**src/rtl/fft_pkg.sv**
```systemverilog
// Shared types and constants for the framer and the 8-point FFT.
// Complex sample layout, bank and launch states, frame slicing helpers.
package fft_pkg;

  localparam int DW  = 8;
  localparam int NPT = 8;
  localparam int CW  = 2 * DW;
  localparam int FW  = NPT * CW;

  typedef struct packed {
    logic [DW-1:0] re;
    logic [DW-1:0] im;
  } cplx_t;

  typedef enum logic {
    EMPTY = 1'b0,
    FULL  = 1'b1
  } bank_state_e;

  typedef enum logic [1:0] {
    IDLE  = 2'd0,
    START = 2'd1,
    BUSY  = 2'd2
  } launch_state_e;

  function automatic logic [DW-1:0] re_of(
    input logic [FW-1:0] f,
    input int            k
  );
    return f[k*CW+DW +: DW];
  endfunction

  function automatic logic [DW-1:0] im_of(
    input logic [FW-1:0] f,
    input int            k
  );
    return f[k*CW +: DW];
  endfunction

endpackage

```
**src/rtl/fft_frame_bank.sv**
```systemverilog
// One frame of NPT complex samples: indexed write, parallel read.
// Ports: clk, rst (sync, active-low clear), we, widx, wdata, rdata.
module fft_frame_bank
  import fft_pkg::*;
(
  input  logic          clk,
  input  logic          rst,
  input  logic          we,
  input  logic [2:0]    widx,
  input  logic [CW-1:0] wdata,
  output logic [FW-1:0] rdata
);

  logic [FW-1:0] mem_q;

  always_ff @(posedge clk) begin
    if (!rst) begin
      mem_q <= '0;
    end else if (we) begin
      mem_q[widx*CW +: CW] <= wdata;
    end
  end

  assign rdata = mem_q;

endmodule

```
**src/rtl/fft_input_framer.sv**
```systemverilog
// Serial-to-frame ping-pong buffer feeding the 8-point pipelined FFT.
// Ports: sample handshake in, parallel frame + start/done out, busy, frame_cnt.
module fft_input_framer
  import fft_pkg::*;
(
  input  logic          clk,
  input  logic          rst,
  input  logic          in_valid,
  output logic          in_ready,
  input  logic [DW-1:0] in_real,
  input  logic [DW-1:0] in_imag,
  input  logic          fft_done,
  output logic          fft_start,
  output logic [DW-1:0] x_real0,
  output logic [DW-1:0] x_real1,
  output logic [DW-1:0] x_real2,
  output logic [DW-1:0] x_real3,
  output logic [DW-1:0] x_real4,
  output logic [DW-1:0] x_real5,
  output logic [DW-1:0] x_real6,
  output logic [DW-1:0] x_real7,
  output logic [DW-1:0] x_imag0,
  output logic [DW-1:0] x_imag1,
  output logic [DW-1:0] x_imag2,
  output logic [DW-1:0] x_imag3,
  output logic [DW-1:0] x_imag4,
  output logic [DW-1:0] x_imag5,
  output logic [DW-1:0] x_imag6,
  output logic [DW-1:0] x_imag7,
  output logic          fft_busy,
  output logic [15:0]   frame_cnt
);

  bank_state_e   bank_q [2];
  bank_state_e   bank_d [2];
  launch_state_e lst_q;

  logic [2:0]  wr_idx_q, wr_idx_d;
  logic        wr_bank_q, wr_bank_d;
  logic        rd_bank_q, rd_bank_d;
  logic        in_ready_q, in_ready_d;
  logic        fft_start_q, fft_busy_q;
  logic [15:0] frame_cnt_q, frame_cnt_d;
  logic        accept, last, done_ev, launch;

  cplx_t       wdata;
  logic [FW-1:0] rd0, rd1, rdv;

  assign wdata = cplx_t'{re: in_real, im: in_imag};

  always_comb begin
    accept  = in_valid & in_ready_q;
    last    = accept & (wr_idx_q == 3'(NPT-1));
    done_ev = (lst_q == BUSY) & fft_done;
    bank_d[0] = bank_q[0];
    bank_d[1] = bank_q[1];
    // fill and free always hit different banks
    if (last)    bank_d[wr_bank_q] = FULL;
    if (done_ev) bank_d[rd_bank_q] = EMPTY;
    wr_idx_d  = accept ? wr_idx_q + 3'd1 : wr_idx_q;
    wr_bank_d = wr_bank_q ^ last;
    rd_bank_d = rd_bank_q ^ done_ev;
    in_ready_d = (bank_d[wr_bank_d] == EMPTY);
    // look ahead so a frame filled at this edge starts next cycle
    launch = (lst_q == IDLE) &
             (bank_d[rd_bank_q] == FULL);
    frame_cnt_d = frame_cnt_q + {15'd0, launch};
  end

  always_ff @(posedge clk) begin
    if (!rst) begin
      bank_q[0]   <= EMPTY;
      bank_q[1]   <= EMPTY;
      wr_idx_q    <= '0;
      wr_bank_q   <= 1'b0;
      rd_bank_q   <= 1'b0;
      in_ready_q  <= 1'b0;
      frame_cnt_q <= '0;
    end else begin
      bank_q[0]   <= bank_d[0];
      bank_q[1]   <= bank_d[1];
      wr_idx_q    <= wr_idx_d;
      wr_bank_q   <= wr_bank_d;
      rd_bank_q   <= rd_bank_d;
      in_ready_q  <= in_ready_d;
      frame_cnt_q <= frame_cnt_d;
    end
  end

  always_ff @(posedge clk) begin
    if (!rst) begin
      lst_q       <= IDLE;
      fft_start_q <= 1'b0;
      fft_busy_q  <= 1'b0;
    end else begin
      fft_start_q <= 1'b0;
      unique case (lst_q)
        IDLE: begin
          if (launch) begin
            lst_q       <= START;
            fft_start_q <= 1'b1;
            fft_busy_q  <= 1'b1;
          end
        end
        START: lst_q <= BUSY;
        BUSY: begin
          if (fft_done) begin
            lst_q      <= IDLE;
            fft_busy_q <= 1'b0;
          end
        end
        default: lst_q <= IDLE;
      endcase
    end
  end

  fft_frame_bank u_bank0 (
    .clk   (clk),
    .rst   (rst),
    .we    (accept & ~wr_bank_q),
    .widx  (wr_idx_q),
    .wdata (wdata),
    .rdata (rd0)
  );

  fft_frame_bank u_bank1 (
    .clk   (clk),
    .rst   (rst),
    .we    (accept & wr_bank_q),
    .widx  (wr_idx_q),
    .wdata (wdata),
    .rdata (rd1)
  );

  assign rdv = rd_bank_q ? rd1 : rd0;

  assign x_real0 = re_of(rdv, 0);
  assign x_real1 = re_of(rdv, 1);
  assign x_real2 = re_of(rdv, 2);
  assign x_real3 = re_of(rdv, 3);
  assign x_real4 = re_of(rdv, 4);
  assign x_real5 = re_of(rdv, 5);
  assign x_real6 = re_of(rdv, 6);
  assign x_real7 = re_of(rdv, 7);
  assign x_imag0 = im_of(rdv, 0);
  assign x_imag1 = im_of(rdv, 1);
  assign x_imag2 = im_of(rdv, 2);
  assign x_imag3 = im_of(rdv, 3);
  assign x_imag4 = im_of(rdv, 4);
  assign x_imag5 = im_of(rdv, 5);
  assign x_imag6 = im_of(rdv, 6);
  assign x_imag7 = im_of(rdv, 7);

  assign in_ready  = in_ready_q;
  assign fft_start = fft_start_q;
  assign fft_busy  = fft_busy_q;
  assign frame_cnt = frame_cnt_q;

endmodule

```
**config.mk**
```make
export PLATFORM = sky130hd
export DESIGN_NAME = fft_input_framer
export DESIGN_NICKNAME = d
export VERILOG_FILES = /design/src/rtl/fft_pkg.sv /design/src/rtl/fft_frame_bank.sv /design/src/rtl/fft_input_framer.sv
export SDC_FILE = /design/constraint.sdc
export NUM_CORES = 1
export LEC_CHECK = 0
export CORE_MARGIN = 2
export CORE_UTILIZATION = 55
export CTS_BUF_LIST = sky130_fd_sc_hd__clkbuf_8 sky130_fd_sc_hd__clkbuf_16
export DETAILED_ROUTE_END_ITERATION = 7
export GPL_TIMING_DRIVEN = 0
export PLACE_DENSITY_LB_ADDON = 0.3
export SYNTH_ARGS = -nofsm -noshare
export SYNTH_HDL_FRONTEND = slang
export SYNTH_SLANG_ARGS = --single-unit
```
**constraint.sdc**
```tcl
create_clock -name clk -period 4.3 [get_ports clk]
set_input_delay 0.43 -clock clk [delete_from_list [all_inputs] [get_ports clk]]
set_output_delay 0.43 -clock clk [all_outputs]
set_load 0.1 [all_outputs]
```
Figure 1. Congestion heat map.
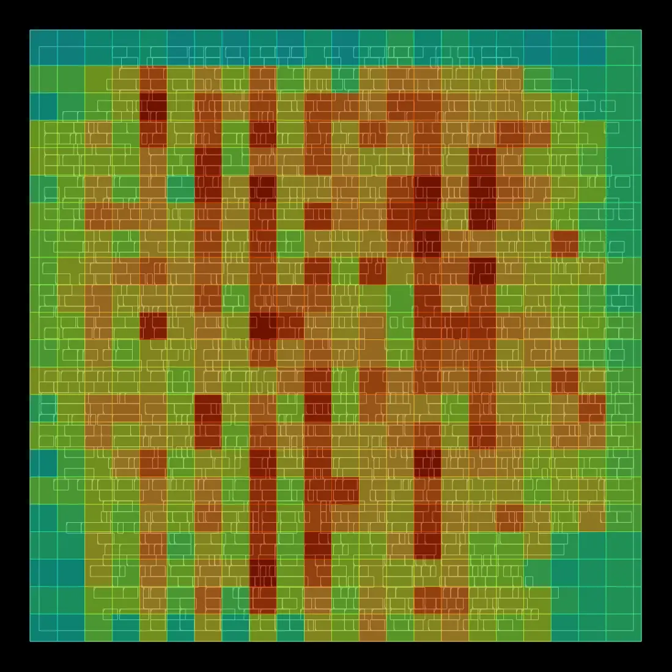
All-Layer GR Usage: 26.9%
met1 usage: 36.0%
met2 Use GR: 44.8%

Figure 2. Placement by cell class.
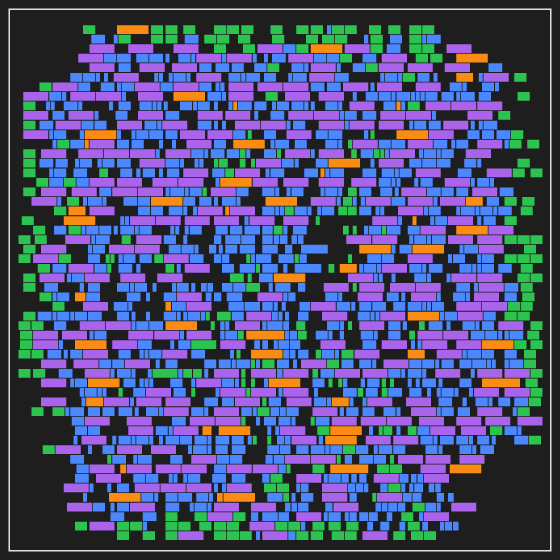
colour	class	cells
purple	sequential cells	284
orange	clock drivers and dummy loads	50
green	remaining buffers and delay cells	249
blue	remaining logic cells	842
Core Box Area: 0.0220 mm2
sequential cell area share: 37.1%
row cnt: 54

Figure 3. Routed metal per tile.
Bar = 50 um. The die is cut into 31 by 31 equal tiles; dark blue is low, red is high, scaled to the fullest tile. Values are wire area over tile area, all layers added.
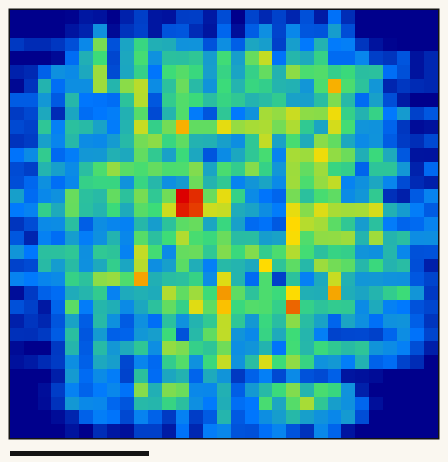
densest ninth of the die	middle
tiles over half the peak	19%
nearly empty tiles	7.9%
mean over tiles	0.22
WL/cell: 19.0 um
vias: 9,420

Figure 4. Cell area per tile.
Bar = 50 um. The die is cut into 15 by 15 equal tiles; dark blue is low, red is high, 0 to 100% covered.
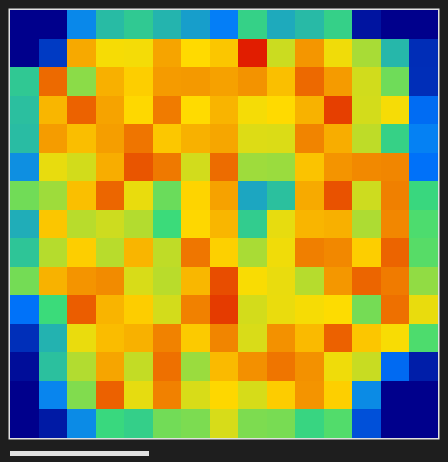
mean over tiles	63%
fullest tile	97%
tiles over 75% full	44%
nearly empty tiles	4.9%
Init Core Util: 56.2%
end-of-flow core utilization: 69.8%

Figure 5. Drive-strength map.
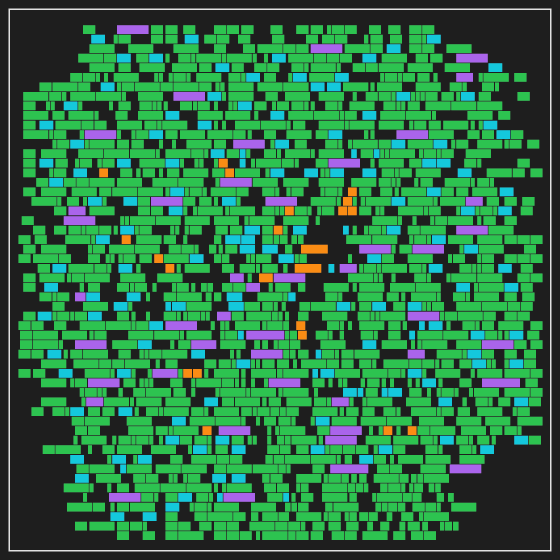
colour	size	cells	share
green	x1 and smaller	1,205	85%
cyan	x2	153	11%
orange	x3 and x4	22	1.5%
purple	x6 and larger	45	3.2%
final instance area: 0.0153 mm2
Area Overhead vs Synth: 24.1%
PnR worst setup slack: 462 ps
Non-clk bufs: 249

==> Changelog: implementation <==
### Changed

* Min Clock Period, post-route at 3840 ps
* Worst min path class: flop to flop
* Flop-to-flop setup slack at 1280 ps
* Routed wl met2 at 15,200 um
* CP Data Required Time at 3870 ps
* Late-Pin Clk Latency at 540 ps
* RSZ-0062 raised after global routing: no
* Cell area leaders: dfxtp_1, mux2i_1, mux2_2, nand2_1, clkbuf_1
* Slew Limit Fails at 0
* Initial DRC Count at 562
* Worst reg2reg path startpoint: wr_idx_q[1]
* DR DRC count at 0
* Max frequency at 261 MHz
* Top sig layer: met4
* Pleak at 6.82 nW
* Final instance count without filler cells at 1,705
* Syn_area_per_cell at 10.2 um2
* Post-synthesis async set-or-reset flop share at 0%
* Vias in the first global route at 9,565
* Drt pass-1 iters at 5
* Worst slew pin tran at 1050 ps
* Non-Clock Inverter Count at 9
* Share of the synthesized area in the top cell type at 46.1%
* Post-Place Worst Slack at 1070 ps
* Endpoint type of the worst setup path: output pin
* Setup bufs post-CTS at 0
* Comb pwr share at 5.4%
* Yosys cell count at 1,209
* Hpwl dp at 23,000 um
* Critical path peak fanout at 10
* DP Area at 0.0144 mm2
* Port buffer count at 166
* Max-cap viol count at 0
* Clk root buf: clkbuf_16
* Maximum buffer depth of the clock tree at 3
* Non-clk buf share at 13.8%
* Sw frac at 22.8%
* Setup TNS at 0 ps
* First-pass GRT wire length at 50,800 um
* Final setup fails at 0
* Crit start category: flop
* Dominant power group: sequential cells
* Vias per inst at 5.52
* Worst VDD drop at 0.000264 V
* Total routed wirelength at 32,500 um
* Reg power frac at 48.3%
* Outcome: completed
-- how the worst max path moves through the flow --
stage               from       endpoint  cells past startpoint
2_1_floorplan   in_ready  frame_cnt[10]                      8
3_3_place_gp   rd_bank_q     x_imag7[4]                      5
3_5_place_dp   rd_bank_q     x_real6[6]                      5
4_1_cts        rd_bank_q     x_imag7[4]                      5
5_1_grt        rd_bank_q     x_real4[7]                      5
6_report       rd_bank_q     x_real4[7]                      5
-- cells by family after synthesis --
kind of cell,Yosys count,synth area share [%]
AOI/OAI and AO/OA,20,0.963
xor gates and xnor gates,6,0.426
adders and majority gates,8,0.811
buffers and inverters,92,3.93
DFF,284,46.1
muxes,390,32.9
and+or+nand+nor,409,14.9
-- registers in the layout, indices dropped and copies added, names as in the netlist --
register	count
rd_bank_q	1
wr_bank_q	1
wr_idx_q	3
u_bank0.rdata	128
in_ready	1
fft_busy	1
lst_q	2
bank_q	2
fft_start	1
frame_cnt	16
u_bank1.rdata	128
-- placed cells by master (no fill, tap or decap), types with 5 or more instances in the layout --
cell type,count
nand4_1,6
nor2_1,11
clkbuf_8,7
and4b_1,6
buf_4,18
ha_1,8
nand4_2,6
nor2b_1,5
o21ai_0,5
mux2_2,128
nand2_1,322
dfxtp_1,284
clkbuf_1,43
a21oi_1,9
mux2i_1,262
buf_2,14
clkbuf_16,29
clkdlybuf4s50_1,166
nand3_1,14
inv_1,14
-- through the flow --
stage	hold WS (ps)	utilization, %
2_1_floorplan	431	-
3_3_place_gp	438	65.4
3_5_place_dp	446	65.4
4_1_cts	455	69.8
5_1_grt	466	69.8
6_report	454	69.8
-- critical path: stages, from the launching register on --
cell and delay, ps:
dfxtp_1 300, clkbuf_1 250, clkbuf_1 510, buf_2 420, mux2_2 410, clkdlybuf4s50_1 970
Power figures rest on the tool's default switching activity, not on a simulated workload.
